Port wiring:
Drawn at 4 px/um.
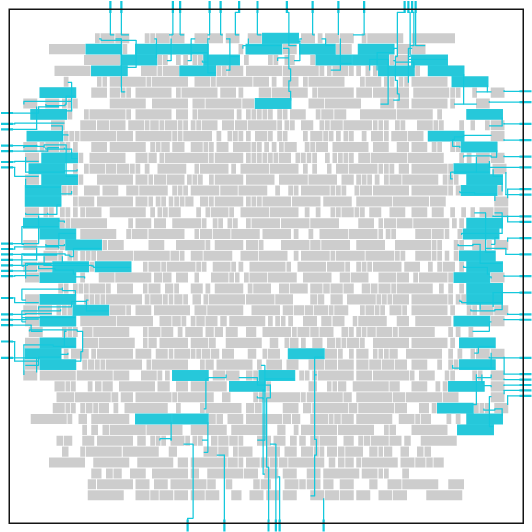
Sequential cells grouped by signal name:
Drawn at 4 px/um. Other sequential cells in the stronger gray, the rest of the logic in the fainter gray.
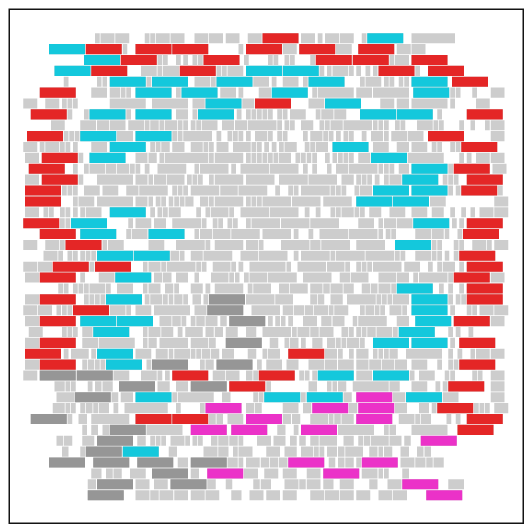
`src/rtl/sync_deframer_pkg.sv`:
```
// Shared types and default sync word for the serial deframer.
// The defaults describe the 64-bit frame; wider or narrower frames size-cast them.
package sync_deframer_pkg;

  typedef enum logic {
    SEARCH = 1'b0,
    LOCK   = 1'b1
  } state_t;

  localparam logic [63:0] DEF_SYNC_MASK = 64'h7C00_001F_0000_01FF;
  localparam logic [63:0] DEF_SYNC_PAT  = 64'h7C00_001F_0000_01FF;

endpackage

```
`src/rtl/popcount_masked.sv`:
```
// Counts the bit positions where a and b differ, restricted to positions set in mask.
// Purely combinational so it can be shared with other header checks.
module popcount_masked #(
  parameter int W  = 64,
  parameter int CW = $clog2(W + 1)
) (
  input  logic [W-1:0]  a,
  input  logic [W-1:0]  b,
  input  logic [W-1:0]  mask,
  output logic [CW-1:0] count
);

  always_comb begin
    count = '0;
    for (int i = 0; i < W; i++) begin
      count = count + CW'((a[i] ^ b[i]) & mask[i]);
    end
  end

endmodule

```
`src/rtl/sync_deframer.sv`:
```
// Serial-to-parallel deframer: sliding window sync search with error tolerance,
// frame capture, post-detection lockout and a saturating packet counter.
module sync_deframer
  import sync_deframer_pkg::*;
#(
  parameter int               PKT_W     = 64,
  parameter logic [PKT_W-1:0] SYNC_MASK = PKT_W'(DEF_SYNC_MASK),
  parameter logic [PKT_W-1:0] SYNC_PAT  = PKT_W'(DEF_SYNC_PAT),
  parameter int               MAX_ERR   = 0,
  parameter int               CNT_W     = 16,
  localparam int              ERR_W     = $clog2(PKT_W + 1)
) (
  input  logic             clk,
  input  logic             rst,
  input  logic             en,
  input  logic             din,
  input  logic             clr_cnt,
  output logic [PKT_W-1:0] pkt_data,
  output logic             pkt_valid,
  output logic [ERR_W-1:0] err_bits,
  output logic             locked,
  output logic [CNT_W-1:0] pkt_cnt
);

  state_t           state, state_nxt;
  logic [PKT_W-1:0] sr;
  logic [PKT_W-1:0] nxt;
  logic [ERR_W-1:0] mism;
  logic [ERR_W-1:0] fill_cnt;
  logic [ERR_W-1:0] lock_cnt;
  logic             fill_ok;
  logic             match;
  logic             accept;

  assign nxt = {sr[PKT_W-2:0], din};

  popcount_masked #(
    .W  (PKT_W),
    .CW (ERR_W)
  ) u_popcount (
    .a     (nxt),
    .b     (SYNC_PAT),
    .mask  (SYNC_MASK),
    .count (mism)
  );

  // The current bit completes the first full window once fill_cnt is PKT_W-1.
  assign fill_ok = (fill_cnt >= ERR_W'(PKT_W - 1));
  assign match   = (mism <= ERR_W'(MAX_ERR));

  always_ff @(posedge clk or negedge rst) begin
    if (!rst) state <= SEARCH;
    else      state <= state_nxt;
  end

  // lock_cnt holds the number of locked bits still to come, so the first
  // evaluated window after a frame is exactly disjoint from it.
  always_comb begin
    state_nxt = state;
    accept    = 1'b0;
    case (state)
      SEARCH: begin
        if (en && fill_ok && match) begin
          accept    = 1'b1;
          state_nxt = LOCK;
        end
      end
      LOCK: begin
        if (en && (lock_cnt <= ERR_W'(1))) state_nxt = SEARCH;
      end
      default: state_nxt = SEARCH;
    endcase
  end

  always_comb begin
    locked = (state == LOCK);
  end

  always_ff @(posedge clk or negedge rst) begin
    if (!rst) begin
      sr        <= '0;
      fill_cnt  <= '0;
      lock_cnt  <= '0;
      pkt_data  <= '0;
      pkt_valid <= 1'b0;
      err_bits  <= '0;
      pkt_cnt   <= '0;
    end else begin
      pkt_valid <= accept;
      if (en) begin
        sr <= nxt;
        if (fill_cnt != ERR_W'(PKT_W)) fill_cnt <= fill_cnt + ERR_W'(1);
      end
      if (accept) begin
        pkt_data <= nxt;
        err_bits <= mism;
        lock_cnt <= ERR_W'(PKT_W - 1);
      end else if (en && (state == LOCK) && (lock_cnt != '0)) begin
        lock_cnt <= lock_cnt - ERR_W'(1);
      end
      // A clear in the same cycle as an acceptance still counts that frame.
      if (clr_cnt)                       pkt_cnt <= accept ? CNT_W'(1) : '0;
      else if (accept && pkt_cnt != '1) pkt_cnt <= pkt_cnt + CNT_W'(1);
    end
  end

endmodule

```
`config.mk`:
```
export PLATFORM = sky130hd
export DESIGN_NAME = sync_deframer
export DESIGN_NICKNAME = d
export VERILOG_FILES = /design/src/rtl/sync_deframer_pkg.sv /design/src/rtl/popcount_masked.sv /design/src/rtl/sync_deframer.sv
export SDC_FILE = /design/constraint.sdc
export NUM_CORES = 1
export LEC_CHECK = 0
export CAP_MARGIN = 20
export CORE_MARGIN = 3
export CORE_UTILIZATION = 61
export DETAILED_ROUTE_END_ITERATION = 10
export GPL_ROUTABILITY_DRIVEN = 0
export PLACE_DENSITY = 0.85
export SLEW_MARGIN = 20
export SYNTH_ARGS = -nofsm -noshare
export SYNTH_HDL_FRONTEND = slang
export SYNTH_HIERARCHICAL = 1
export SYNTH_SLANG_ARGS = --single-unit
```
`constraint.sdc`:
```
create_clock -name clk -period 18.8 [get_ports clk]
set_clock_uncertainty 0.15 [all_clocks]
set_input_delay 3.76 -clock clk [delete_from_list [all_inputs] [get_ports clk]]
set_output_delay 3.76 -clock clk [all_outputs]
set_load 0.01 [all_outputs]
```
==> Slide: Implementation Results <==
Implementation Results

Status
  • Status: finished, final reports clean

Synth
  • Syn_area_per_cell: about 11 sq um
  • YS chip area: 0.009094 sq mm
  • Dominant flop cell: dfrtp_1
  • Post-synth EDFFs: 0
  • Register share after synthesis: 0.4568
  • Cell area leaders: dfrtp_1, fa_1, nand2_1
  • Area leader, netlist: dfrtp_1

Hold path
  • Hold Startpoint: pkt_data[23]$_DFFE_PN0P_

Setup path
  • CP Depth: 26
  • Worst r2r src: sr[2]$_DFFE_PN0P_

Route
  • Vias: around 6400
  • Number of remaining DRC errors: 0
  • Post-DR wirelength/cell: 14.18 um

Finish
  • Layout cells sized above 1: 0.1050

Run
  • Max-Cap Viols: 0

Clocking
  • Clock sink count: 166

Final timing
  • Fin. Hold Viols: 0
Back to the opening pictures, 'port wiring':
- cyan: pkt_data (bits 64; direction output; edge 22 right, 20 left, 16 top, 6 bottom; end cells 64; buffers 64; wire 1510 um)
# IOs: 94
IO Port Bufs: 93

Back to the opening pictures, 'sequential cells grouped by signal name':
- magenta: pkt_cnt (flops 16)
- red: pkt_data (flops 64; where spread over the die)
- cyan: sr (flops 63)
- not colored: 23
Flop area: 0.004154 sq mm
post-route core utilization: 0.7917
flop share of the area: 0.3694

through the flow:
stage	util	hold slack (ns)	area (sq um)	worst slack [ns]
final	0.7917	0.3202	11240	6.370
after global routing	0.7917	0.3477	11240	5.702
after CTS	0.7916	0.3274	11240	6.678
after detailed placement	0.7482	0.3116	10630	6.203
after global placement	0.7482	0.3059	10630	6.479
after floorplan	-	0.3108	9567	8.242
worst min-delay path, cell delays in order, from the launching register on:
cell,delay (ns)
dfrtp_1,0.34
nand2_1,0.05
nand2_1,0.05
cells by family after synthesis:
kind of cell    after synthesis  share of synthesized area
simple gates                341                     0.1657
flops                       166                     0.4568
buf+inv                      85                    0.03591
fa+ha+maj                    74                     0.1464
xor+xnor                     74                    0.07127
mux                          67                    0.08297
compound gates               52                    0.04018
other cells                   2                  0.0008258
metal layers:
layer / up-vias / global-route usage
li1: 3087 / -
met1: 3150 / 0.3243
met2: 149 / 0.3937
met3: 25 / 0.05292
met4: 0 / 0.07116
met5: - / 0
cell type report:
cell class,count,area (sq um)
Clock buffer,17,425.4
Sequential cell,166,4154
Timing Repair Buffer,96,949.7
Fill cell,887,2959
Tap cell,180,225.2
Multi-Input combinational cell,736,5089
Clock inverter,15,190.2
Inverter,56,211.5
registers in the layout, indices dropped and copies added (netlist names):
signal     flops
locked         1
pkt_data      64
pkt_valid      1
pkt_cnt       16
sr            63
fill_cnt       7
err_bits       7
lock_cnt       7
synthesized netlist by cell type, types with 7 or more instances:
cell type and n:
ha_1 20, mux2_2 67, a21oi_1 15, inv_1 55, nor2_1 9, xor2_1 66, or4_1 7, and2_1 27
clkbuf_1 17, fa_1 54, xnor2_1 8, o31ai_1 7, dfrtp_1 166, nand4_1 10, o21ai_0 8, nand2_1 251
